$ cat src/rtl/ram_arbiter.sv
// Shared system-RAM arbiter between a CPU port and a video read port.
// One grant per cycle, registered RAM command, reads returned three cycles after the grant.
module ram_arbiter #(
    parameter logic [14:0] ROM_TOP    = 15'h1000,
    parameter int          STARVE_MAX = 3
) (
    input  logic        clk,
    input  logic        reset,
    input  logic        cpu_req,
    input  logic [14:0] cpu_add,
    input  logic [7:0]  cpu_wdata,
    input  logic        cpu_we,
    output logic        cpu_ack,
    output logic [7:0]  cpu_rdata,
    output logic        cpu_rvalid,
    output logic        rom_wr_err,
    input  logic        vid_req,
    input  logic [14:0] vid_add,
    output logic        vid_ack,
    output logic [7:0]  vid_rdata,
    output logic        vid_rvalid,
    output logic [14:0] ram_add,
    output logic [7:0]  ram_din,
    output logic        ram_we,
    input  logic [7:0]  ram_dout
);

    localparam int SW = (STARVE_MAX < 4) ? 2 : $clog2(STARVE_MAX + 1);
    localparam logic [SW-1:0] STARVE_LIM = SW'(STARVE_MAX);

    logic          cpuWin;
    logic          vidWin;
    logic [SW-1:0] starve_d;
    logic [SW-1:0] starve_q;

    logic          cpuAck_q;
    logic          vidAck_q;
    logic          romErr_q;
    logic          ramWe_q;
    logic [14:0]   ramAdd_q;
    logic [7:0]    ramDin_q;

    // Owner pipeline: stage 1 lines up with the RAM command, stage 2 with ram_dout.
    logic          rdValid1_q;
    logic          rdOwnCpu1_q;
    logic          rdValid2_q;
    logic          rdOwnCpu2_q;

    logic          cpuRvalid_q;
    logic          vidRvalid_q;
    logic [7:0]    cpuRdata_q;
    logic [7:0]    vidRdata_q;

    // Video normally wins a tie; a CPU that has waited STARVE_MAX video grants wins instead.
    always_comb begin
        cpuWin   = 1'b0;
        vidWin   = 1'b0;
        starve_d = starve_q;
        if (cpu_req && vid_req) begin
            cpuWin = (starve_q == STARVE_LIM);
            vidWin = !cpuWin;
        end else begin
            cpuWin = cpu_req;
            vidWin = vid_req;
        end
        if (!cpu_req || cpuWin) begin
            starve_d = '0;
        end else if (vidWin && (starve_q != STARVE_LIM)) begin
            starve_d = starve_q + SW'(1);
        end
    end

    always_ff @(posedge clk or posedge reset) begin
        if (reset) begin
            starve_q    <= '0;
            cpuAck_q    <= 1'b0;
            vidAck_q    <= 1'b0;
            romErr_q    <= 1'b0;
            ramWe_q     <= 1'b0;
            ramAdd_q    <= '0;
            ramDin_q    <= '0;
            rdValid1_q  <= 1'b0;
            rdOwnCpu1_q <= 1'b0;
            rdValid2_q  <= 1'b0;
            rdOwnCpu2_q <= 1'b0;
            cpuRvalid_q <= 1'b0;
            vidRvalid_q <= 1'b0;
            cpuRdata_q  <= '0;
            vidRdata_q  <= '0;
        end else begin
            starve_q <= starve_d;
            cpuAck_q <= cpuWin;
            vidAck_q <= vidWin;
            romErr_q <= cpuWin && cpu_we && (cpu_add < ROM_TOP);
            ramWe_q  <= cpuWin && cpu_we && (cpu_add >= ROM_TOP);

            if (cpuWin) begin
                ramAdd_q <= cpu_add;
                ramDin_q <= cpu_wdata;
            end else if (vidWin) begin
                ramAdd_q <= vid_add;
            end

            rdValid1_q  <= vidWin || (cpuWin && !cpu_we);
            rdOwnCpu1_q <= cpuWin;
            rdValid2_q  <= rdValid1_q;
            rdOwnCpu2_q <= rdOwnCpu1_q;

            cpuRvalid_q <= rdValid2_q && rdOwnCpu2_q;
            vidRvalid_q <= rdValid2_q && !rdOwnCpu2_q;
            if (rdValid2_q && rdOwnCpu2_q) begin
                cpuRdata_q <= ram_dout;
            end
            if (rdValid2_q && !rdOwnCpu2_q) begin
                vidRdata_q <= ram_dout;
            end
        end
    end

    assign cpu_ack    = cpuAck_q;
    assign vid_ack    = vidAck_q;
    assign rom_wr_err = romErr_q;
    assign ram_we     = ramWe_q;
    assign ram_add    = ramAdd_q;
    assign ram_din    = ramDin_q;
    assign cpu_rvalid = cpuRvalid_q;
    assign vid_rvalid = vidRvalid_q;
    assign cpu_rdata  = cpuRdata_q;
    assign vid_rdata  = vidRdata_q;

endmodule

$ cat config.mk
export PLATFORM = sky130hd
export DESIGN_NAME = ram_arbiter
export DESIGN_NICKNAME = d
export VERILOG_FILES = /design/src/rtl/ram_arbiter.sv
export SDC_FILE = /design/constraint.sdc
export NUM_CORES = 1
export LEC_CHECK = 0
export CORE_AREA = 2 2 99 63
export CTS_BUF_LIST = sky130_fd_sc_hd__clkbuf_2 sky130_fd_sc_hd__clkbuf_4 sky130_fd_sc_hd__clkbuf_8
export DETAILED_ROUTE_END_ITERATION = 16
export DIE_AREA = 0 0 101 65
export PLACE_DENSITY_LB_ADDON = 0.1
export SLEW_MARGIN = 20
export SYNTH_ARGS = -nofsm -noshare
export SYNTH_HDL_FRONTEND = slang
export SYNTH_SLANG_ARGS = --single-unit
$ cat constraint.sdc
create_clock -name clk -period 1.5 [get_ports clk]
set_clock_uncertainty 0.15 [all_clocks]
set_input_delay 0.15 -clock clk [delete_from_list [all_inputs] [get_ports clk]]
set_output_delay 0.15 -clock clk [all_outputs]
set_load 0.05 [all_outputs]
run_1/logic_types.png
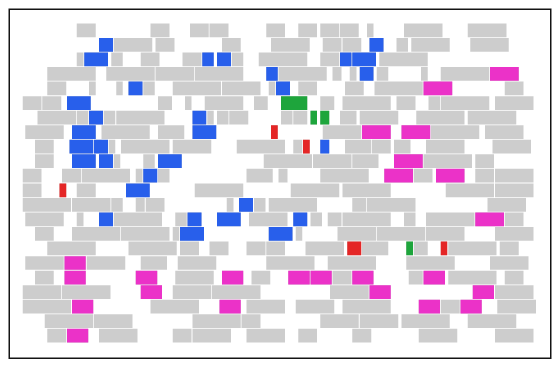
inv cells: shown in red, cells 5. mux cells: shown in magenta, cells 24, most used mux2_2. nand cells: shown in green, cells 4, most used nand2_1. aoi and oai cells: shown in blue, cells 31, most used a211oi_1.
Comb area share: 22.1%
fin cells: 340

run_1/flops_by_reg.png
Scale bar: 20 um. Other sequential cells in the stronger gray, the rest of the logic in the fainter gray.
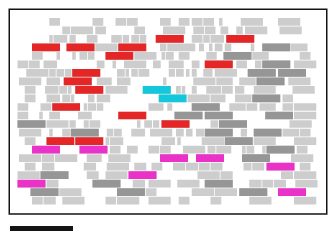
ram_add: shown in red, sequential cells 15. vid_rdata: shown in magenta, sequential cells 8. starve_q: shown in cyan, sequential cells 2.
Another 25 sequential cells are not colored.

==> ci_impl_report.md, run 1 <==
## Synthesis and layout report

| Metric | Value |
|---|---|
| Status | `complete, no violations` |
| Number of fill cells | `438` |
| Routability Congestion | `0.760` |
| Simple Share, Synth | `10.1%` |
| Final non-clock buffer share | `39.9%` |
| Num CTS Buffers | `5` |
| Clock root buffer | `clkbuf_8` |
| Clk Latency, worst-skew pair | `0.30 ns` |
| Adder-Cell Fraction of Synth Area | `0.582%` |
| Flip-flops with a built-in enable | `0` |
| Fmax | `680 MHz` |
| Die Area | `0.00657 mm2` |
| Clock buffers | `6` |
| Dominant register cell | `dfrtp_1` |
| Critical path data arrival time | `1.52 ns` |
| Die width | `101 um` |
| Share of layout cells above drive strength 1 | `38.8%` |
| GRT overflow | `0` |
| Placed Area | `0.00370 mm2` |
| Post-route ant nets | `0` |
| R2r startpoint | `starve_q[0]` |
| CTS Buffer Depth | `2` |
| Register share after synthesis | `58.2%` |
| Seq/total area | `32.6%` |
| Initial antenna violation count | `0` |
| Post-layout util | `66.4%` |
| Resized cells post-CTS | `0` |
| RSZ-0062 raised after global routing | `true` |
| Worst Tran Pin Value | `0.316 ns` |
| Drt initial violations | `51` |
| Synth Warn # | `0` |
| Setup bufs post-CTS | `0` |
| TritonRoute pass-1 iters | `4` |
| Tcrit/Tclk final | `98.1%` |
| Synth Register Bits | `50` |
| Worst EP required | `1.54 ns` |
| Tapcells | `72` |
| Area-dominant class | `non-clock buffers` |
| Mapped Nets | `215` |
| Seq_cells | `50` |
| Hold crit path type | `in -> async` |
| H-tree levels | `2` |
| Number of port buffers | `95` |
| Crit path max fanout | `5` |
| Non-CTS buffers | `106` |
| DRC viols | `0` |
| Largest net degree at the start of global routing | `32` |
| Synth async-reset ratio | `100%` |
| Synth cell types | `22` |
| Core Area | `0.00578 mm2` |
| Static Leak | `1.63 nW` |
| Multi-input combinational cell area | `847 um2` |
| Final instance area | `0.00384 mm2` |
| First-pass GRT wire length | `8960 um` |
| Clock Sinks | `50` |
| Nets | `319` |
| Die Height | `65 um` |
| Io pins | `96` |
| Post-Syn Area per Cell | `13.2 um2` |
| Post-synthesis cell count | `163` |
| Post-Syn Area | `0.00215 mm2` |
| Biggest area cells | `dfrtp_1 58%, mux2_2 6.8%, mux2_4 5.6%` |
| Rel. slew slack | `78.9%` |
| Comb area leader | `multiplexers` |
| DP HPWL | `4000 um` |
| Final hold vios | `0` |
| Yosys top cell by instances | `dfrtp_1` |
| Logic Gate Count | `99` |
| Vias per inst | `4.83` |
| Core Rows | `22` |
| Via count of the first global-routing pass | `1762` |
| Pwr per Cell Area | `1090 mW/mm2` |
| Synth cell count leaders | `50 x dfrtp_1, 17 x nor2b_1, 16 x nor2_1` |
| Cells on worst reg2reg path | `4` |
| Peak supply drop | `0.698 mV` |
| Area leader share | `58.2%` |
| Aoi share | `12.6%` |
run_1/wires.png
Only two layers are drawn.
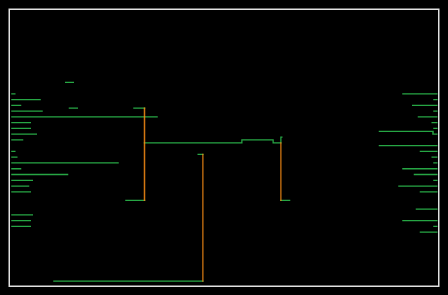
metal 3: shown in green, wire length 320 um. metal 4: shown in orange, wire length 65.3 um.
total track usage: 17.9%
vias: 1643
drt total wl: 5420 um

run_1/congestion.png
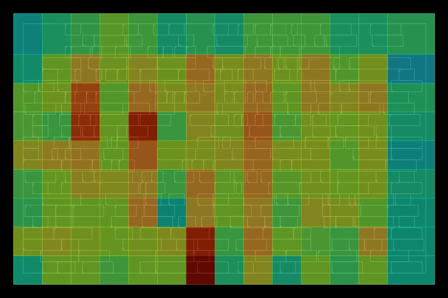
WL/cell: 15.9 um
Global Route met2 Usage: 26.0%
global routing usage on met3: 4.96%
grt met1 use: 25.9%
GRT busiest layer: met2

==> run 1: power breakdown <==
| group | leakage (nW) | total, mW | switching (mW) | internal [mW] |
|---|---|---|---|---|
| logic | 0.997 | 1.70 | 0.805 | 0.890 |
| registers | 0.591 | 1.68 | 0.168 | 1.51 |
| clock network | 0.0472 | 0.817 | 0.446 | 0.371 |
==> run 1: worst max-delay path by stage <==
stage	startpoint	to	cells past startpoint
after floorplan	starve_q[0]	ram_din[0]	5
after global placement	cpu_req	ram_din[1]	3
after detailed placement	cpu_req	ram_din[1]	3
after CTS	starve_q[0]	ram_din[1]	4
after global routing	starve_q[0]	ram_din[1]	4
final	starve_q[0]	ram_din[1]	4
==> run 1: critical path, cell delays in order (launching register included) <==
cell	delay [ns]
dfrtp_1	0.42
ha_4	0.18
nand2b_4	0.14
and2_4	0.18
mux2_4	0.30
==> run 1: layer usage <==
| metal | share of wire [%] | vias up | routed length (um) |
|---|---|---|---|
| li1 | - | 782 | - |
| met1 | 47 | 802 | 2560 |
| met2 | 46 | 52 | 2470 |
| met3 | 5.9 | 7 | 320 |
| met4 | 1.2 | 0 | 65 |
| met5 | 0 | - | 0 |
==> run 1: sequential cells by signal, summed over array words and instances (netlist names) <==
register and cells:
rdValid2_q 1, rom_wr_err 1, rdValid1_q 1, starve_q 2, vid_rdata 8, rdOwnCpu2_q 1, cpu_rvalid 1, ram_we 1
vid_ack 1, rdOwnCpu1_q 1, ram_add 15, cpu_rdata 8, vid_rvalid 1, ram_din 8
==> run 1: through the flow <==
| stage | hold WS, ns | setup TNS [ns] | worst slack, ns | power [mW] | instances |
|---|---|---|---|---|---|
| after detailed placement | 0.191 | -2.66 | -0.145 | 3.40 | 331 |
| after CTS | 0.0693 | 0 | 0.00139 | 4.22 | 339 |
| after global placement | 0.193 | -1.99 | -0.109 | 3.38 | 331 |
| final | 0.0677 | 0 | 0.0290 | 4.19 | 340 |
| after global routing | 0.0719 | -0.00203 | -0.00103 | 4.39 | 340 |
| after floorplan | 0.0424 | -0.0213 | -0.00266 | 2.44 | 163 |
==> run 1: cells by family (layout without fill, tap and decap cells) <==
| kind of cell | Yosys count | count (layout) |
|---|---|---|
| compound gates | 32 | 32 |
| buf+inv | 15 | 119 |
| fa+ha+maj | 1 | 1 |
| flops | 50 | 50 |
| mux | 24 | 24 |
| simple gates | 41 | 42 |
==> run 1: cells in the final DEF (no fill, tap or decap) <==
cell | netlist | layout
a211oi_1 | 15 | 15
buf_4 | 2 | 7
mux2_2 | 13 | 13
clkdlybuf4s50_1 | 0 | 50
nor2_1 | 16 | 16
clkbuf_8 | 0 | 6
nand2_1 | 2 | 2
inv_2 | 2 | 2
o21ai_1 | 1 | 1
nand2b_4 | 1 | 1
o22ai_1 | 7 | 3
nor2b_1 | 17 | 17
nand3_1 | 1 | 1
dfrtp_1 | 50 | 50
clkinvlp_4 | 0 | 2
a21bo_1 | 1 | 1
mux2_1 | 3 | 3
mux2_4 | 8 | 8
clkinv_2 | 0 | 1
buf_12 | 0 | 49
inv_1 | 3 | 2
nor3_1 | 3 | 3
o22ai_2 | 8 | 12
and2_4 | 1 | 2
ha_4 | 0 | 1
==> run 2: changes to the inputs <==
- SLEW_MARGIN: 20 -> 0
==> ci_impl_report.md, run 2 <==
## Synthesis and layout report

| Metric | Value |
|---|---|
| Fin cells | `340 (unchanged)` |
| Biggest area cells | `dfrtp_1 58%, mux2_2 6.8%, mux2_4 5.6% (unchanged)` |
| CP max-delay cell | `dfrtp_1 (unchanged)` |
| Drt initial violations | `51 (unchanged)` |
| Mapped Nets | `215 (unchanged)` |
| Clock Sinks | `50 (unchanged)` |
| RR Endpoint | `ram_din[1] (unchanged)` |
| Share of layout cells above drive strength 1 | `38.8% (unchanged)` |
| Final setup violation count | `0 (unchanged)` |
| Die Area | `0.00657 mm2 (unchanged)` |
| Routability Congestion | `0.760 (unchanged)` |
| Multi-input combinational cell area | `847 um2 (unchanged)` |
| CTS Buffer Depth | `2 (unchanged)` |
| Post-synthesis cell count | `163 (unchanged)` |
| Vias | `1643 (unchanged)` |
| Post-placement setup slack | `-0.145 ns (unchanged)` |
| R2r startpoint | `starve_q[0] (unchanged)` |
| Setup TNS | `0 ns (unchanged)` |
| Vias per inst | `4.83 (unchanged)` |
| Power Total | `4.19 mW (unchanged)` |
| Peak supply drop | `0.698 mV (unchanged)` |
| Clk Latency, worst-skew pair | `0.30 ns (about the same)` |
| Dominant register cell | `dfrtp_1 (unchanged)` |
| Reg area | `0.00125 mm2 (unchanged)` |
| Io pins | `96 (unchanged)` |
| H-tree levels | `2 (unchanged)` |
| Fmax | `680 MHz (unchanged)` |
| Core Rows | `22 (unchanged)` |
| CTS tree | `yes (unchanged)` |
| Flip-flops with a built-in enable | `0 (unchanged)` |
| Post-layout util | `66.4% (unchanged)` |
| Synth cell count leaders | `50 x dfrtp_1, 17 x nor2b_1, 16 x nor2_1 (unchanged)` |
| Resized cells post-CTS | `0 (unchanged)` |
| Area leader share | `58.2% (unchanged)` |
| Clock root buffer | `clkbuf_8 (unchanged)` |
| Yosys top cell by instances | `dfrtp_1 (unchanged)` |
| Floorplan Utilization | `37.2% (unchanged)` |
| RSZ-0062 raised after global routing | `true (unchanged)` |
| Synth async-reset ratio | `100% (unchanged)` |
| Status | `complete, no violations (unchanged)` |
| Largest net degree at the start of global routing | `32 (unchanged)` |
| Nets | `319 (unchanged)` |
| Critical path data arrival time | `1.52 ns (about the same)` |
| Clk slew on worst S/H paths | `0.09 ns (about the same)` |
| Most numerous logic cells after layout | `50 x dfrtp_1, 50 x clkdlybuf4s50_1, 49 x buf_12 (unchanged)` |
| GRT overflow | `0 (unchanged)` |
| Total track usage | `17.9% (unchanged)` |
| TritonRoute pass-1 iters | `4 (unchanged)` |
| Drt total wl | `5420 um (unchanged)` |
| Register share after synthesis | `58.2% (unchanged)` |
| Initial antenna violation count | `0 (unchanged)` |
| Worst Tran Pin Value | `0.316 ns (unchanged)` |
| Number of port buffers | `95 (unchanged)` |
| Post-route ant nets | `0 (unchanged)` |
| Synth Warn # | `0 (unchanged)` |
| Crit-path cells | `ha_4, nand2b_4, and2_4, mux2_4 (unchanged)` |
| Max cap viols | `0 (unchanged)` |
| WL/cell | `15.9 um (unchanged)` |
| Diode count | `0 (unchanged)` |
| Hold crit path type | `in -> async (unchanged)` |
| Tcrit/Tclk final | `98.1% (unchanged)` |
| Synth cell types | `22 (unchanged)` |
| DRC viols | `0 (unchanged)` |
| CP peak stage delay | `0.42 ns (about the same)` |
| Worst EP required | `1.54 ns (about the same)` |
| Post-Syn Area | `0.00215 mm2 (unchanged)` |
| Crit path max fanout | `5 (unchanged)` |
| Die Height | `65 um (unchanged)` |
| Post-synth top area cell | `dfrtp_1 (unchanged)` |
| Worst setup EP type | `flop (unchanged)` |
| Yosys cell count | `163 (unchanged)` |
| Rel. slew slack | `78.9% (unchanged)` |
| Setup bufs post-CTS | `0 (unchanged)` |
| Pwr per Cell Area | `1090 mW/mm2 (unchanged)` |
| Via count of the first global-routing pass | `1762 (unchanged)` |
| Cells on worst reg2reg path | `4 (unchanged)` |
| Static Leak | `1.63 nW (unchanged)` |
| Log Warnings | `28 (unchanged)` |
| First-pass GRT wire length | `8960 um (unchanged)` |
| Final hold vios | `0 (unchanged)` |
| Synth Register Bits | `50 (unchanged)` |
| Num CTS Buffers | `5 (unchanged)` |
| Number of fill cells | `438 (unchanged)` |
| Placed cell count | `331 (unchanged)` |
| Core Area | `0.00578 mm2 (unchanged)` |
| Post-Syn Area per Cell | `13.2 um2 (unchanged)` |
| DP HPWL | `4000 um (unchanged)` |
| Die width | `101 um (unchanged)` |
| Max reg flops | `15 (unchanged)` |
## run 2: cell counts after synthesis
Identical to the previous run, type by type.
## run 2: layout make-up
class	count	share of cell area [%]
Clock inverter	2	0.326
Timing Repair Buffer	106	39.9
Sequential cell	50	32.6
Clock buffer	6	2.15
Multi-Input combinational cell	99	22.1
Tap cell	72	2.35
Inverter	5	0.587
## run 2: metal layers
layer,up-vias,routed length (um),track usage (%)
li1,782,-,-
met1,802,2560,25.9
met2,52,2470,26.0
met3,7,320,4.96
met4,0,65,5.57
met5,-,0,0
## run 2: stage by stage
| step | hold WS, ns | instance area [um2] |
|---|---|---|
| after CTS | 0.0693 | 3800 |
| after global placement | 0.193 | 3700 |
| after detailed placement | 0.191 | 3700 |
| final | 0.0677 | 3840 |
| after global routing | 0.0719 | 3840 |
| after floorplan | 0.0424 | 2160 |
## run 2: cells by family after synthesis
logic type               count (synthesis)  synth area share, %
AND-OR/OR-AND                           32                 12.6
adder cells (fa/ha/maj)                  1                0.582
buffers and inverters                   15                 4.60
flip-flops                              50                 58.2
multiplexers                            24                 14.0
AND/OR/NAND/NOR                         41                 10.1
## run 2: critical path: cells and delay by family, from the launching register on
family	cells	cell delay (ns)
adder cells (fa/ha/maj)	1	0.18
flip-flops	1	0.42
multiplexers	1	0.30
AND/OR/NAND/NOR	2	0.32
## run 2: report_power, final
group | switching, mW | internal, mW | total [mW]
Sequential | 0.168 | 1.51 | 1.68
Combinational | 0.805 | 0.890 | 1.70
Clock | 0.446 | 0.371 | 0.817
## run 2: worst max path at each step
stage | slack (ns) | start | cells past startpoint | to
floorplan | -0.003 | starve_q[0] | 5 | ram_din[0]
global route | -0.001 | starve_q[0] | 4 | ram_din[1]
global placement | -0.11 | cpu_req | 3 | ram_din[1]
CTS | 0.001 | starve_q[0] | 4 | ram_din[1]
finish | 0.03 | starve_q[0] | 4 | ram_din[1]
detailed placement | -0.14 | cpu_req | 3 | ram_din[1]
run_2/sizes.png
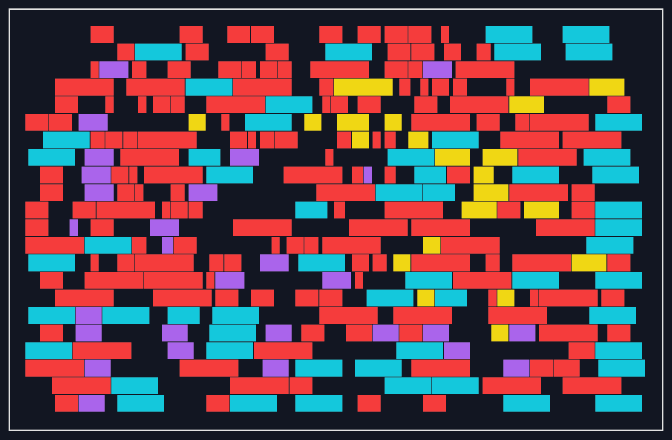
_2 cells: shown in purple, cells 28, share 10%. _0 and _1 cells: shown in red, cells 164, share 61%. _3 and _4 cells: shown in yellow, cells 21, share 7.8%. _6 and larger: shown in cyan, cells 55, share 21%.
final instance area: 0.00384 mm2
setup ws final: 0.0290 ns
area grow syn2layout: 78.5%
Non-CTS buffers: 106

Power is estimated from default activity; no workload was simulated.
